## config.mk

```make
export PLATFORM = sky130hd
export DESIGN_NAME = combo_lock_ctrl
export DESIGN_NICKNAME = d
export VERILOG_FILES = /design/src/rtl/combo_lock_pkg.sv /design/src/rtl/combo_code_reg.sv /design/src/rtl/combo_lock_ctrl.sv
export SDC_FILE = /design/constraint.sdc
export NUM_CORES = 1
export LEC_CHECK = 0
export ABC_AREA = 1
export ABC_CLOCK_PERIOD_IN_PS = 2200
export CAP_MARGIN = 20
export CELL_PAD_IN_SITES_DETAIL_PLACEMENT = 0
export CELL_PAD_IN_SITES_GLOBAL_PLACEMENT = 2
export CORE_UTILIZATION = 35
export DETAILED_ROUTE_END_ITERATION = 10
export GPL_TIMING_DRIVEN = 0
export PLACE_DENSITY_LB_ADDON = 0.1
export SLEW_MARGIN = 30
export SYNTH_ARGS = -nofsm -noshare
export SYNTH_HDL_FRONTEND = slang
export SYNTH_SLANG_ARGS = --single-unit
```

## constraint.sdc

```tcl
create_clock -name clk -period 2.2 [get_ports clk]
set_input_delay 0.22 -clock clk [delete_from_list [all_inputs] [get_ports clk]]
set_output_delay 0.22 -clock clk [all_outputs]
set_load 0.005 [all_outputs]
```

## src/rtl/combo_lock_pkg.sv

```systemverilog
// combo_lock_pkg
//   Shared types for the combination-lock controller: FSM state encoding,
//   the registered output bundle, and the per-state output decode.
//   No ports. Imported by combo_lock_ctrl.
package combo_lock_pkg;

  typedef enum logic [3:0] {
    ST_LOCKED   = 4'd0,
    ST_START    = 4'd1,
    ST_ENTRY    = 4'd2,
    ST_OPENING  = 4'd3,
    ST_UNLOCKED = 4'd4,
    ST_PROG     = 4'd5,
    ST_RELOCK   = 4'd6,
    ST_FAIL     = 4'd7,
    ST_LOCKOUT  = 4'd8
  } state_e;

  typedef struct packed {
    logic count_en;
    logic clr_count;
    logic actuate_lock;
    logic open_cls;
    logic blank;
    logic safe_open;
    logic lockout;
  } outs_t;

  //                                   cnt  clr  act  ocl  blk  safe lko
  localparam outs_t OUTS_LOCKED   = '{1'b1,1'b1,1'b0,1'b0,1'b1,1'b0,1'b0};
  localparam outs_t OUTS_DIAL     = '{1'b1,1'b0,1'b0,1'b0,1'b0,1'b0,1'b0};
  localparam outs_t OUTS_OPENING  = '{1'b0,1'b0,1'b1,1'b1,1'b1,1'b0,1'b0};
  localparam outs_t OUTS_UNLOCKED = '{1'b0,1'b1,1'b0,1'b0,1'b1,1'b1,1'b0};
  localparam outs_t OUTS_PROG     = '{1'b1,1'b0,1'b0,1'b0,1'b0,1'b1,1'b0};
  localparam outs_t OUTS_RELOCK   = '{1'b0,1'b0,1'b1,1'b0,1'b1,1'b0,1'b0};
  localparam outs_t OUTS_FAIL     = '{1'b0,1'b1,1'b0,1'b0,1'b1,1'b0,1'b0};
  localparam outs_t OUTS_LOCKOUT  = '{1'b0,1'b0,1'b0,1'b0,1'b1,1'b0,1'b1};

  function automatic outs_t decode_outs(input state_e st);
    outs_t o;
    case (st)
      ST_LOCKED:   o = OUTS_LOCKED;
      ST_START:    o = OUTS_DIAL;
      ST_ENTRY:    o = OUTS_DIAL;
      ST_OPENING:  o = OUTS_OPENING;
      ST_UNLOCKED: o = OUTS_UNLOCKED;
      ST_PROG:     o = OUTS_PROG;
      ST_RELOCK:   o = OUTS_RELOCK;
      ST_FAIL:     o = OUTS_FAIL;
      ST_LOCKOUT:  o = OUTS_LOCKOUT;
      default:     o = OUTS_LOCKED;
    endcase
    return o;
  endfunction

endpackage

```

## src/rtl/combo_code_reg.sv

```systemverilog
// combo_code_reg
//   Stores the N_DIGITS x DIGIT_W combination plus a shadow copy used while
//   reprogramming. Digits are written into the shadow one at a time; commit
//   copies the whole shadow (including a digit written in the same cycle)
//   into the live code so a partial program never becomes visible.
// Ports
//   clk_i      clock
//   rst_ni     async active-low reset, loads DEFAULT_CODE into code and shadow
//   wr_en_i    write wr_data_i into shadow digit wr_idx_i
//   wr_idx_i   shadow digit index
//   wr_data_i  digit value
//   commit_i   copy shadow (with this cycle's write) into live code
//   rd_idx_i   live code digit index
//   rd_data_o  live code digit value
module combo_code_reg #(
  parameter int N_DIGITS = 3,
  parameter int DIGIT_W  = 6,
  parameter logic [N_DIGITS*DIGIT_W-1:0] DEFAULT_CODE = {6'd30, 6'd20, 6'd10}
) (
  input  logic                        clk_i,
  input  logic                        rst_ni,
  input  logic                        wr_en_i,
  input  logic [$clog2(N_DIGITS)-1:0] wr_idx_i,
  input  logic [DIGIT_W-1:0]          wr_data_i,
  input  logic                        commit_i,
  input  logic [$clog2(N_DIGITS)-1:0] rd_idx_i,
  output logic [DIGIT_W-1:0]          rd_data_o
);

  logic [N_DIGITS-1:0][DIGIT_W-1:0] code_q;
  logic [N_DIGITS-1:0][DIGIT_W-1:0] shadow_q;
  logic [N_DIGITS-1:0][DIGIT_W-1:0] shadow_d;

  always_comb begin
    shadow_d = shadow_q;
    if (wr_en_i) shadow_d[wr_idx_i] = wr_data_i;
  end

  always_ff @(posedge clk_i or negedge rst_ni) begin
    if (!rst_ni) begin
      code_q   <= DEFAULT_CODE;
      shadow_q <= DEFAULT_CODE;
    end else begin
      shadow_q <= shadow_d;
      if (commit_i) code_q <= shadow_d;
    end
  end

  assign rd_data_o = code_q[rd_idx_i];

endmodule

```

## src/rtl/combo_lock_ctrl.sv

```systemverilog
// combo_lock_ctrl
//   Master controller for the dial-combination safe. Tracks digit entry
//   from the dial counter, compares against the stored code, drives the bolt
//   actuator, allows reprogramming while open, and enforces a timed lockout
//   after MAX_FAILS consecutive failed attempts.
// Ports
//   clk, rst                 clock / async active-low reset
//   cnten, up, dirch         dial counter status; dirch confirms a digit
//   dial_val                 current dial value
//   open, lock, prog         request pulses; doorCls = door closed sensor
//   countEn, clrCount        dial counter control
//   actuateLock, openCls     bolt drive, openCls=1 retracts
//   sel, blank               display digit select / blank
//   safeOpen, lockout        status
//   fail_cnt                 consecutive failed attempts
//
// state     | meaning
// ----------+-------------------------------------------------------------
// LOCKED    | closed, waiting for open request
// START     | waiting for dial to stop in the down direction
// ENTRY     | collecting digits, idx = digit being entered
// OPENING   | one-cycle bolt retract
// UNLOCKED  | safe open
// PROG      | writing new code into shadow, idx = digit being written
// RELOCK    | one-cycle bolt extend
// FAIL      | one-cycle failed-attempt bookkeeping
// LOCKOUT   | timed lockout, all requests ignored
module combo_lock_ctrl
  import combo_lock_pkg::*;
#(
  parameter int N_DIGITS    = 3,
  parameter int DIGIT_W     = 6,
  parameter int MAX_FAILS   = 3,
  parameter int LOCKOUT_CYC = 1000,
  parameter logic [N_DIGITS*DIGIT_W-1:0] DEFAULT_CODE = {6'd30, 6'd20, 6'd10}
) (
  input  logic                           clk,
  input  logic                           rst,
  input  logic                           cnten,
  input  logic                           up,
  input  logic                           dirch,
  input  logic [DIGIT_W-1:0]             dial_val,
  input  logic                           open,
  input  logic                           lock,
  input  logic                           doorCls,
  input  logic                           prog,
  output logic                           countEn,
  output logic                           clrCount,
  output logic                           actuateLock,
  output logic                           openCls,
  output logic [$clog2(N_DIGITS)-1:0]    sel,
  output logic                           blank,
  output logic                           safeOpen,
  output logic                           lockout,
  output logic [$clog2(MAX_FAILS+1)-1:0] fail_cnt
);

  localparam int IDX_W = $clog2(N_DIGITS);
  localparam int FC_W  = $clog2(MAX_FAILS + 1);
  localparam int TMR_W = $clog2(LOCKOUT_CYC + 1);

  localparam logic [IDX_W-1:0] IDX_LAST = IDX_W'(N_DIGITS - 1);
  localparam logic [FC_W-1:0]  FC_MAX   = FC_W'(MAX_FAILS);
  localparam logic [TMR_W-1:0] TMR_INIT = TMR_W'(LOCKOUT_CYC - 1);

  state_e             state_q;
  logic [IDX_W-1:0]   idx_q;
  logic               bad_q;
  logic [FC_W-1:0]    fail_cnt_q;
  logic [FC_W-1:0]    fail_cnt_d;
  logic [TMR_W-1:0]   timer_q;
  outs_t              outs_q;
  logic [IDX_W-1:0]   sel_q;

  logic [DIGIT_W-1:0] code_digit;
  logic               digit_match;
  logic               relock_req;
  logic               code_wr;
  logic               code_commit;

  assign relock_req  = lock && doorCls;
  assign digit_match = (code_digit == dial_val);
  // A relock request in PROG aborts, so it must also suppress the write.
  assign code_wr     = (state_q == ST_PROG) && dirch && !relock_req;
  assign code_commit = code_wr && (idx_q == IDX_LAST);
  assign fail_cnt_d  = (fail_cnt_q == FC_MAX) ? FC_MAX : fail_cnt_q + 1'b1;

  combo_code_reg #(
    .N_DIGITS     (N_DIGITS),
    .DIGIT_W      (DIGIT_W),
    .DEFAULT_CODE (DEFAULT_CODE)
  ) u_code (
    .clk_i     (clk),
    .rst_ni    (rst),
    .wr_en_i   (code_wr),
    .wr_idx_i  (idx_q),
    .wr_data_i (dial_val),
    .commit_i  (code_commit),
    .rd_idx_i  (idx_q),
    .rd_data_o (code_digit)
  );

  always_ff @(posedge clk or negedge rst) begin
    if (!rst) begin
      state_q    <= ST_LOCKED;
      idx_q      <= '0;
      bad_q      <= 1'b0;
      fail_cnt_q <= '0;
      timer_q    <= '0;
      outs_q     <= OUTS_LOCKED;
      sel_q      <= '0;
    end else begin
      // Outputs follow the state one cycle behind its entry.
      outs_q <= decode_outs(state_q);
      sel_q  <= (state_q == ST_START || state_q == ST_ENTRY || state_q == ST_PROG)
                ? idx_q : '0;

      case (state_q)
        ST_LOCKED: begin
          if (open) begin
            state_q <= ST_START;
            idx_q   <= '0;
            bad_q   <= 1'b0;
          end
        end
        ST_START: begin
          if (!cnten && !up) state_q <= ST_ENTRY;
        end
        ST_ENTRY: begin
          if (idx_q != IDX_LAST) begin
            if (dirch) begin
              bad_q <= bad_q | ~digit_match;
              idx_q <= idx_q + 1'b1;
            end
          end else if (open) begin
            state_q <= (!bad_q && digit_match) ? ST_OPENING : ST_FAIL;
          end else if (dirch && !digit_match) begin
            // An early mismatch on the last digit fails immediately;
            // a matching dirch just waits for open.
            state_q <= ST_FAIL;
          end
        end
        ST_OPENING: begin
          fail_cnt_q <= '0;
          state_q    <= ST_UNLOCKED;
        end
        ST_UNLOCKED: begin
          if (relock_req) begin
            state_q <= ST_RELOCK;
          end else if (prog) begin
            state_q <= ST_PROG;
            idx_q   <= '0;
          end
        end
        ST_PROG: begin
          if (relock_req) begin
            state_q <= ST_RELOCK;
          end else if (dirch) begin
            if (idx_q == IDX_LAST) begin
              state_q <= ST_UNLOCKED;
              idx_q   <= '0;
            end else begin
              idx_q <= idx_q + 1'b1;
            end
          end
        end
        ST_RELOCK: begin
          state_q <= ST_LOCKED;
        end
        ST_FAIL: begin
          fail_cnt_q <= fail_cnt_d;
          if (fail_cnt_d == FC_MAX) begin
            state_q <= ST_LOCKOUT;
            timer_q <= TMR_INIT;
          end else begin
            state_q <= ST_LOCKED;
          end
        end
        ST_LOCKOUT: begin
          if (timer_q == '0) begin
            state_q    <= ST_LOCKED;
            fail_cnt_q <= '0;
          end else begin
            timer_q <= timer_q - 1'b1;
          end
        end
        default: state_q <= ST_LOCKED;
      endcase
    end
  end

  assign countEn     = outs_q.count_en;
  assign clrCount    = outs_q.clr_count;
  assign actuateLock = outs_q.actuate_lock;
  assign openCls     = outs_q.open_cls;
  assign blank       = outs_q.blank;
  assign safeOpen    = outs_q.safe_open;
  assign lockout     = outs_q.lockout;
  assign sel         = sel_q;
  assign fail_cnt    = fail_cnt_q;

endmodule
```

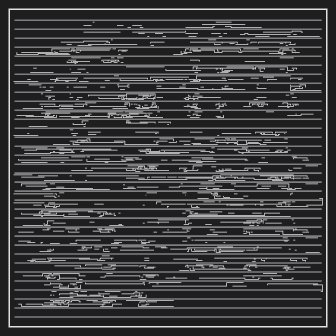
Fig. 1. Signal wires on met1 (run 1).
Supply wires on this layer in grey.
wire length on this layer: 3350 µm
nets with wire on the layer: 404
main direction: horizontal
share of all routed wire: 47%
longest straight run: 31.3 µm

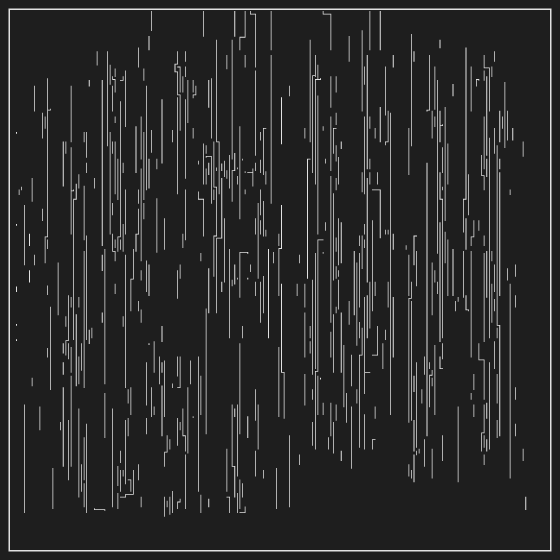
Fig. 2. Met2 routing (run 1).
longest straight run: 53.4 µm
share of all routed wire: 47%
wire length on this layer: 3330 µm
nets with wire on the layer: 339

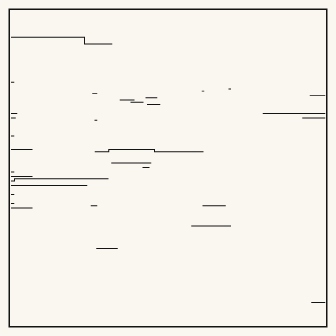
Fig. 3. Metal 3 (run 1).
wire length on this layer: 234 µm
longest straight run: 28.3 µm

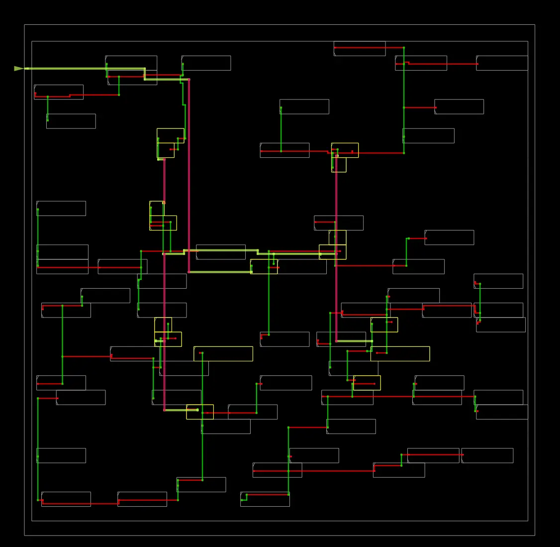
Fig. 4. The clock network (run 1).
Clock group: 1.12 mW
CLK BUF: 9
seq_cells: 58
Final Skew: 0.00995 ns

==> results_dict.tcl, run 1 <==
# place-and-route summary
set metrics [dict create \
    cts_tree "yes" \
    grt_antenna_before_repair 0 \
    report.final.hold_viol_count 0 \
    warnings 32 \
    fillers 852 \
    rsz0062_at_grt "false" \
    power_density_nw_per_um2 1390 \
    antenna_left 0 \
    htreeDepth 3 \
    grt.overflow.total 0 \
    die-area_um2 9140 \
    first_iter_violations 78 \
    p_seq_share_pct 36.4 \
    r2r-end "timer_q[9]" \
    worst_setup_path_end_kind "register" \
    ff2ff_path_depth 11 \
    path_clk_slew_ns 0.08 \
    die_y_um 95.6 \
    post-route-period-util_pct 87.2 \
    syn_inst 371 \
    postLayoutCellArea_um2 3700 \
    cts-buffers-inserted 9 \
    r2r_slack_ns 0.28 \
    tns_ns 0 \
    met1_usage_pct 22.5 \
    synth_stat.cells 371 \
    cp-endpoint "timer_q[9]" \
    cts.sinks 58 \
    outcome "finished clean" \
    fin_crit_ns 1.92 \
    crit_path_cell_trace "inv_1 -> ha_1 -> nand2_1 -> nor2_2 -> nand2_1 -> nand2_4 -> nand4_1 -> nor2_1 -> nand2_1 -> nand2_1 -> nand3_1" \
    finalMaxSlewViolations 0 \
    firstDrtPassIters 4 \
    max_freq_mhz 521 \
    viasPerCell 4.65 \
    comb_power_mw 2.14 \
    grt_use_met2_pct 30.0 \
    numPortBuffers 25 \
    ys_sh_mux_pct 0 \
    clk_latency_ns 0.34 \
    total_leakage_power_nw 1.84 \
    power.group.top "combinational logic" \
]
[run 1: area by class of cell]
class	count	area, µm²	area share (%)
multi-input combinational	255	1340	36.3
timing repair buffer	27	278	7.51
sequential	58	1470	39.7
inverter	51	196	5.31
clock inverter	7	101	2.74
clock buffer	9	124	3.35
tap	105	131	3.55
buffer	7	57.6	1.56
[run 1: routing by layer]
metal	vias up	part of all wire (%)
met3	12	3.3
met1	1116	47
met4	0	2.1
met2	38	47
met5	-	0
li1	1248	-
[run 1: synthesized netlist by cell type (all sizes together)]
master	number	area, µm²
nand3	22	110
o22ai	2	12.5
nand2	108	443
a22oi	1	7.51
clkinv	1	3.75
ha	9	113
buf	7	57.6
dfrtp	43	1080
or2	2	12.5
inv	50	193
o21ai	30	150
dfstp	15	394
nand4	3	18.8
nor2	46	279
o31ai	1	7.51
a31oi	1	6.26
a21oi	24	150
nor3	5	25.0
o211ai	1	7.51
[run 1: registers in the layout, summed over array words and instances, names as in the netlist, 2 cells and up]
name,flops
sel,2
u_code.code_q,18
fail_cnt,2
u_code.shadow_q,12
state_q,4
idx_q,2
timer_q,10
[run 1: timing repair]
action                    4_1_cts  5_1_grt
hold buffers                    1        0
gates resized                   0        0
hold endpoints to repair       12        0
[run 1: worst max-delay path: cells and delay by family, from the launching register on]
kind / cells / cell delay (ns)
flip-flops: 1 / 0.43
adder cells (fa/ha/maj): 1 / 0.18
buffers and inverters: 1 / 0.11
AND/OR/NAND/NOR: 9 / 1.10
[run 1: metrics by stage]
| stage | worst slack (ns) | power (mW) |
|---|---|---|
| floorplan | 0.575 | 3.42 |
| finish | 0.281 | 5.13 |
| global placement | -1.06 | 4.03 |
| detailed placement | 0.234 | 4.06 |
| CTS | 0.218 | 5.23 |
| global route | 0.00208 | 5.64 |
Fig. 5: run 1, wiring heat map
Scale bar: 20 µm. The die is cut into 19 by 19 equal tiles; dark purple is low, yellow is high, scaled to the fullest tile. Values are wire area over tile area, all layers added.
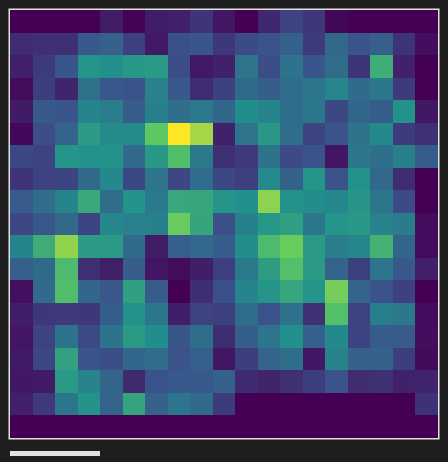

==> inputs of run 2 (changes only) <==
--- a/config.mk
+++ b/config.mk
@@ -6,11 +6,10 @@
 export NUM_CORES = 1
 export LEC_CHECK = 0
 export ABC_AREA = 1
-export ABC_CLOCK_PERIOD_IN_PS = 2200
-export CAP_MARGIN = 20
+export ABC_CLOCK_PERIOD_IN_PS = 1700
 export CELL_PAD_IN_SITES_DETAIL_PLACEMENT = 0
 export CELL_PAD_IN_SITES_GLOBAL_PLACEMENT = 2
-export CORE_UTILIZATION = 35
+export CORE_UTILIZATION = 31
 export DETAILED_ROUTE_END_ITERATION = 10
 export GPL_TIMING_DRIVEN = 0
 export PLACE_DENSITY_LB_ADDON = 0.1
==> constraint.sdc (replaced) <==
create_clock -name clk -period 1.7 [get_ports clk]
set_input_delay 0.17 -clock clk [delete_from_list [all_inputs] [get_ports clk]]
set_output_delay 0.17 -clock clk [all_outputs]
set_load 0.005 [all_outputs]
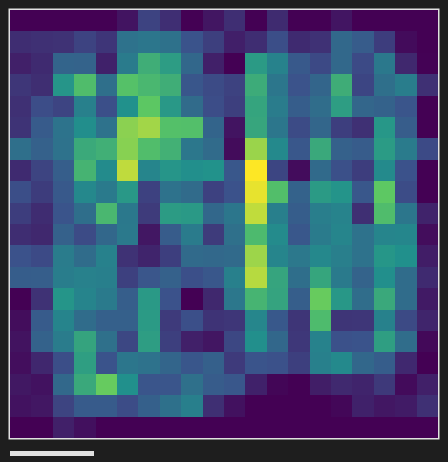
Fig. 6. Wiring heat map (run 2).
Scale bar: 20 µm. The die is cut into 20 by 20 equal tiles; dark purple is low, yellow is high, scaled to the fullest tile. Values are wire area over tile area, all layers added.
fullest tile: 0.41
mean over tiles: 0.12
densest ninth of the die: centre
nearly empty tiles: 12%
post-DR wirelength/cell: 14.0 µm
vias post-DR: 2629
Total GRT Usage: 17.3%
Routed Wire Length: 8090 µm

==> results_dict.tcl, run 2 <==
# place-and-route summary
set metrics [dict create \
    slowest_delay_ns 0.45 \
    outcome "complete, but fails checks" \
    finalSetupViolCount 1 \
    top_cell "nand2_1" \
    post-route-period-util_pct 102 \
    ys_types 30 \
    max_freq_mhz 579 \
    largest_reg_flops 18 \
    cts_tree "yes" \
    die_y_um 101 \
    top_register "u_code.code_q" \
    final_cell_mix "nand2_1 (84), dfrtp_1 (40), buf_4 (38), inv_1 (31), clkdlybuf4s50_1 (24)" \
    whs_ns 0.324 \
    firstDrtPassIters 4 \
    total_leakage_power_nw 2.09 \
    cts-root-buf "clkbuf_8" \
    path_delay_family "simple AND/OR/NAND/NOR gates" \
    clk_latency_ns 0.33 \
    worstSetupPathType "register to register" \
    power_density_nw_per_um2 1780 \
    fillers 958 \
    hp-class "primary input to asynchronous set/reset pin" \
    top_layer_used "met4" \
    htreeDepth 3 \
    layout_setup_ws_ns -0.0269 \
    wl_met2_um 4100 \
    antenna_left 0 \
    clock-skew-final_ns 0.00901 \
    peakVddDrop_uv 836 \
    synth_top_area_share_pct 35.1 \
    topCellsByArea "dfrtp_1 (35%), dfstp_2 (13%), nand2_1 (13%)" \
    report.final.hold_viol_count 0 \
    ys.flops 58 \
    violations "negative setup slack" \
    synth-main-ff-cell "dfrtp_1" \
    postLayoutCellArea_um2 4360 \
    warnings 34 \
    drc 0 \
    cts.sinks 58 \
    crit_path_cell_trace "inv_2 -> ha_4 -> nand2_4 -> nor2_4 -> inv_2 -> or2_1 -> buf_4 -> nand3_2 -> nor2_4 -> inv_2 -> a21oi_2 -> nand2_1 -> nand2_1" \
    viasPerCell 4.53 \
    yosysTopAreaCell "dfrtp_1" \
    pin_count 26 \
    worst_setup_path_end_kind "register" \
    rsz0062_at_grt "true" \
    synth_stat.cells 371 \
    path_clk_slew_ns 0.07 \
    tns_ns -0.0269 \
    first_iter_violations 56 \
    final_util_pct 46.3 \
    wl_met3_um 190 \
    cts-buffers-inserted 9 \
    syn_area_per_cell_um2 8.27 \
    insertedDiodeCount 0 \
    numPortBuffers 25 \
    top_regs "u_code.code_q x18, u_code.shadow_q x12, timer_q x10" \
    grt_use_met2_pct 30.0 \
    crit_buf_inv 4 \
    fin_crit_ns 1.73 \
    grt.overflow.total 0 \
    wl_met1_um 3660 \
    grt_antenna_before_repair 0 \
    edf_count 0 \
    synthTopCellsByCount "nand2_1 (103), dfrtp_1 (43), inv_1 (41), nor2_1 (28), nand3_1 (22)" \
    slew_headroom_pct 72.2 \
    syn_inst 371 \
    cp_slowest_cell "dfrtp_2" \
    die-area_um2 10300 \
    ys_async_sr_fraction_pct 100 \
    finalPower_mw 7.75 \
    dp_slack_ns -0.288 \
    met1_usage_pct 21.0 \
    finalMaxSlewViolations 0 \
]
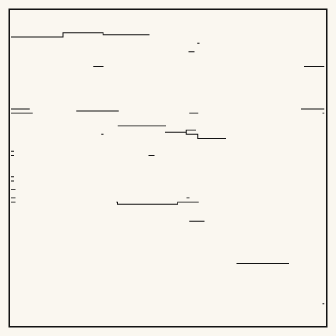
Fig. 7. Metal 3 (run 2).
share of all routed wire: 2.4%
wire length on this layer: 191 µm
M3 GR Usage: 4.49%

==> run 2: report_power, final <==
| part | total (mW) | switching, mW | internal, mW |
|---|---|---|---|
| sequential | 2.47 | 0.345 | 2.12 |
| clock | 1.34 | 0.546 | 0.797 |
| combinational | 3.94 | 2.23 | 1.71 |
==> run 2: what timing repair did <==
action                                 CTS  global route
endpoints found under the hold margin   23             0
hold buffers                             1             0
buffers inserted                        23            12
pin swaps                               20            32
setup endpoints to repair               33            28
gates resized                           51            55
cloned                                   1             1
==> run 2: path summary, 6_finish.rpt <==
check / from / to / slack, ns / depth (start not counted)
setup / recovery: state_q[0] / state_q[2] / -0.03 / 13
setup reg to reg: state_q[0] / state_q[2] / -0.03 / 13
hold reg to reg: u_code.code_q[15] / u_code.code_q[15] / 0.47 / 2
hold / removal: rst / timer_q[2] / 0.32 / 2
min in group clk: dial_val[3] / u_code.code_q[15] / 0.42 / 3
max in group asynchronous: rst / u_code.shadow_q[3] / 0.81 / 3
==> run 2: cells by family after synthesis <==
logic type	after synthesis	share of synthesized area, %
buffers and inverters	58	8.28
adder cells (fa/ha/maj)	9	3.67
flip-flops	58	47.9
AND/OR/NAND/NOR	186	29.0
AND-OR/OR-AND	60	11.1
==> run 2: cell type report <==
| class | instances | area, µm² | share of cell area [%] |
|---|---|---|---|
| Buffer | 7 | 77.6 | 1.78 |
| Tap cell | 129 | 161 | 3.70 |
| Sequential cell | 58 | 1470 | 33.8 |
| Timing Repair Buffer | 64 | 597 | 13.7 |
| Multi-Input combinational cell | 255 | 1620 | 37.3 |
| Clock buffer | 14 | 173 | 3.96 |
| Clock inverter | 2 | 35.0 | 0.804 |
| Inverter | 51 | 216 | 4.97 |
Fig. 8: run 2, the clock network
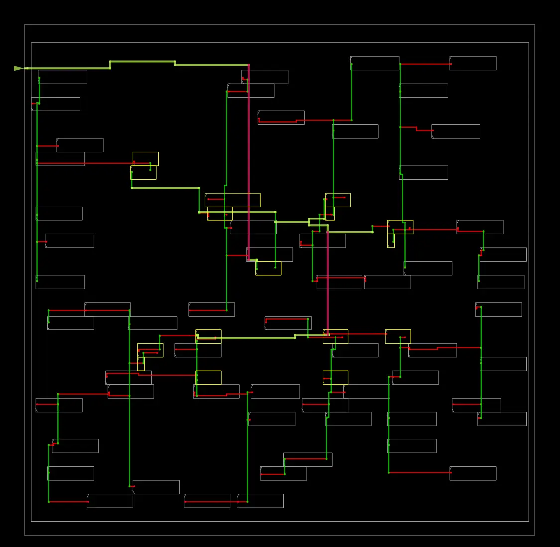

==> inputs of run 3 (changes only) <==
--- a/config.mk
+++ b/config.mk
@@ -9,7 +9,8 @@
 export ABC_CLOCK_PERIOD_IN_PS = 1700
 export CELL_PAD_IN_SITES_DETAIL_PLACEMENT = 0
 export CELL_PAD_IN_SITES_GLOBAL_PLACEMENT = 2
-export CORE_UTILIZATION = 31
+export CORE_UTILIZATION = 33
+export CTS_BUF_LIST = sky130_fd_sc_hd__clkbuf_8
 export DETAILED_ROUTE_END_ITERATION = 10
 export GPL_TIMING_DRIVEN = 0
 export PLACE_DENSITY_LB_ADDON = 0.1
==> constraint.sdc (replaced) <==
create_clock -name clk -period 1.7 [get_ports clk]
set_input_delay 0.34 -clock clk [delete_from_list [all_inputs] [get_ports clk]]
set_output_delay 0.34 -clock clk [all_outputs]
set_load 0.005 [all_outputs]
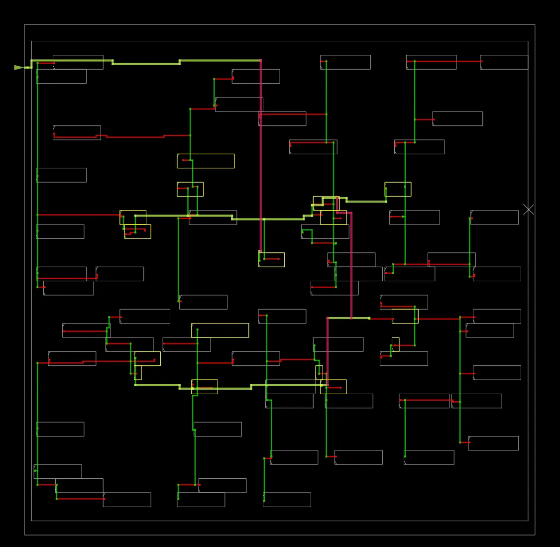
Fig. 9. The clock network (run 3).
Sink Count: 58
Clock group: 1.44 mW
Final Skew: 0.00847 ns
clk_lat worst skew: 0.33 ns
CLK BUF: 11

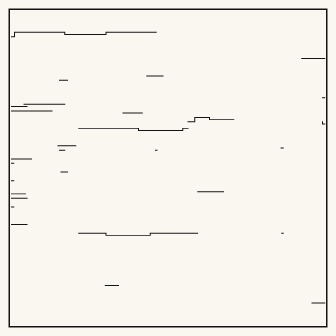
Fig. 10. Metal 3 (run 3).
share of all routed wire: 3.2%
nets with wire on the layer: 22
wire length on this layer: 240 µm
longest straight run: 18.6 µm
main direction: horizontal

==> results_dict.tcl, run 3 <==
# place-and-route summary
set metrics [dict create \
    topCellsByArea "dfrtp_1 (35%), dfstp_2 (13%), nand2_1 (13%)" \
    finalSetupViolCount 3 \
    slew_headroom_pct 78.0 \
    grt_util_met3_pct 5.01 \
    whs_ns 0.433 \
    pwr-share-clk_pct 18.6 \
    comb_power_share_pct 49.6 \
    critPathLaunch "state_q[1]" \
    ys.flops 58 \
    peakVddDrop_uv 811 \
    warnings 34 \
    syn_area_per_cell_um2 8.27 \
    tns_ns -0.0356 \
    cts-root-buf "clkbuf_8" \
    viasPerCell 4.70 \
    firstDrtPassIters 7 \
    adder_share_pct 3.67 \
    cp_slowest_cell "dfrtp_2" \
    slowest_delay_ns 0.46 \
    routed_wl_um 7600 \
    p_sw_mw 3.10 \
    path_delay_family "simple AND/OR/NAND/NOR gates" \
    crit_path_cell_trace "inv_4 -> ha_4 -> nand2_4 -> nor2_4 -> nand2_4 -> nand2_4 -> nand2_4 -> nor2_4 -> inv_2 -> or2_0 -> a21oi_1" \
    grt_util_all_layers_pct 16.6 \
    r2r_start "state_q[1]" \
    rsz0062_at_grt "true" \
    p_sw_share_pct 40.1 \
    yosysTopAreaCell "dfrtp_1" \
    worstSetupPathType "register to register" \
    antenna_left 0 \
    worst_setup_path_end_kind "register" \
    top_regs "u_code.code_q x18, u_code.shadow_q x12, timer_q x10" \
    final_common_cell "nand2_1" \
    first_iter_violations 59 \
    finalPower_mw 7.73 \
    ys_async_sr_fraction_pct 100 \
    synth-main-ff-cell "dfrtp_1" \
    top_layer_used "met4" \
    die_y_um 98.4 \
    synth_top_area_share_pct 35.1 \
    hp-class "primary input to asynchronous set/reset pin" \
    wl_met3_um 239 \
    path_clk_slew_ns 0.07 \
    wl_met2_um 3750 \
    top_logic_kind "simple AND/OR/NAND/NOR gates" \
    p_seq_share_pct 31.8 \
    intPower_mw 4.63 \
    met1_usage_pct 20.3 \
    grt_use_met2_pct 27.8 \
    wl_per_cell_um 13.8 \
    die-area_um2 9680 \
    ys_sh_mux_pct 0 \
    synth_stat.cells 371 \
    grt_antenna_before_repair 0 \
    total_leakage_power_nw 2.08 \
    top_register "u_code.code_q" \
    wl_met1_um 3460 \
    drc 1 \
    fin_crit_ns 1.73 \
    layout_setup_ws_ns -0.0294 \
    edf_count 0 \
    maxCapViolations 0 \
    grt.overflow.total 0 \
    crit_buf_inv 2 \
    simple_gate_area_share_pct 29.0 \
    finalMaxSlewViolations 0 \
    outcome "complete, but fails checks" \
    report.final.hold_viol_count 0 \
    vias 2591 \
    htreeDepth 3 \
    aoi_share_pct 11.1 \
    pin_count 26 \
    insertedDiodeCount 0 \
    violations "design-rule violations, negative setup slack" \
    synthTopCellsByCount "nand2_1 (103), dfrtp_1 (43), inv_1 (41), nor2_1 (28), nand3_1 (22)" \
    postLayoutCellArea_um2 4300 \
    numPortBuffers 25 \
    ys_types 30 \
    cts_tree "yes" \
    post-route-period-util_pct 102 \
    final_cell_mix "nand2_1 (79), dfrtp_1 (40), inv_1 (38), buf_4 (27), clkdlybuf4s50_1 (21)" \
    synthXorXnorAreaFrac_pct 0 \
]
==> run 3: cell counts after synthesis <==
Identical to the previous run, type by type.
==> run 3: logic make-up (layout without fill, tap and decap cells) <==
kind of cell    count (synthesis)  count (layout)
fa+ha+maj                       9               9
compound gates                 60              60
flops                          58              58
simple gates                  186             186
buf+inv                        58             130
==> run 3: area by class of cell <==
cell class	instances	area [µm²]
repair buffers	57	526
multi-input cells	255	1660
fillers	902	4540
clock inverters	5	71.3
well taps	108	135
flip-flops and latches	58	1470
plain buffers	6	81.3
inverters	51	210
clock buffers	11	151
==> run 3: timing repair <==
item / in CTS / in global routing
pin swaps: 13 / 31
cloned: 1 / 1
gates resized: 45 / 72
endpoints found under the setup margin: 37 / 32
setup buffers: 11 / 17
endpoints found under the hold margin: 13 / 0
hold buffers: 1 / 0
==> run 3: stage by stage <==
step / worst slack [ns] / util (%) / std cells
after floorplan: 0.0751 / - / 371
after global placement: -1.71 / 39.0 / 504
after detailed placement: -0.292 / 39.2 / 505
after CTS: -0.0381 / 44.2 / 534
after global routing: -0.147 / 48.6 / 551
final: -0.0294 / 48.6 / 551
==> run 3: worst paths after layout <==
check | to | slack [ns] | cells after the start
worst min register to register | u_code.code_q[13] | 0.47 | 2
min in group clk | u_code.code_q[13] | 0.47 | 2
worst max-delay path | timer_q[4] | -0.03 | 11
worst min-delay path | u_code.shadow_q[2] | 0.43 | 2
max in group asynchronous | blank | 0.70 | 3
worst max register to register | timer_q[4] | -0.03 | 11
==> run 3: power groups by stage <==
stage	Combinational [mW]	Sequential [mW]	Clock, mW
final	3.83	2.46	1.44
after global routing	4.27	2.52	1.54
after CTS	3.26	2.44	1.49
after detailed placement	2.83	2.43	0
after global placement	2.81	2.44	0
after floorplan	2.04	2.38	0
Power figures rest on the tool's default switching activity, not on a simulated workload.
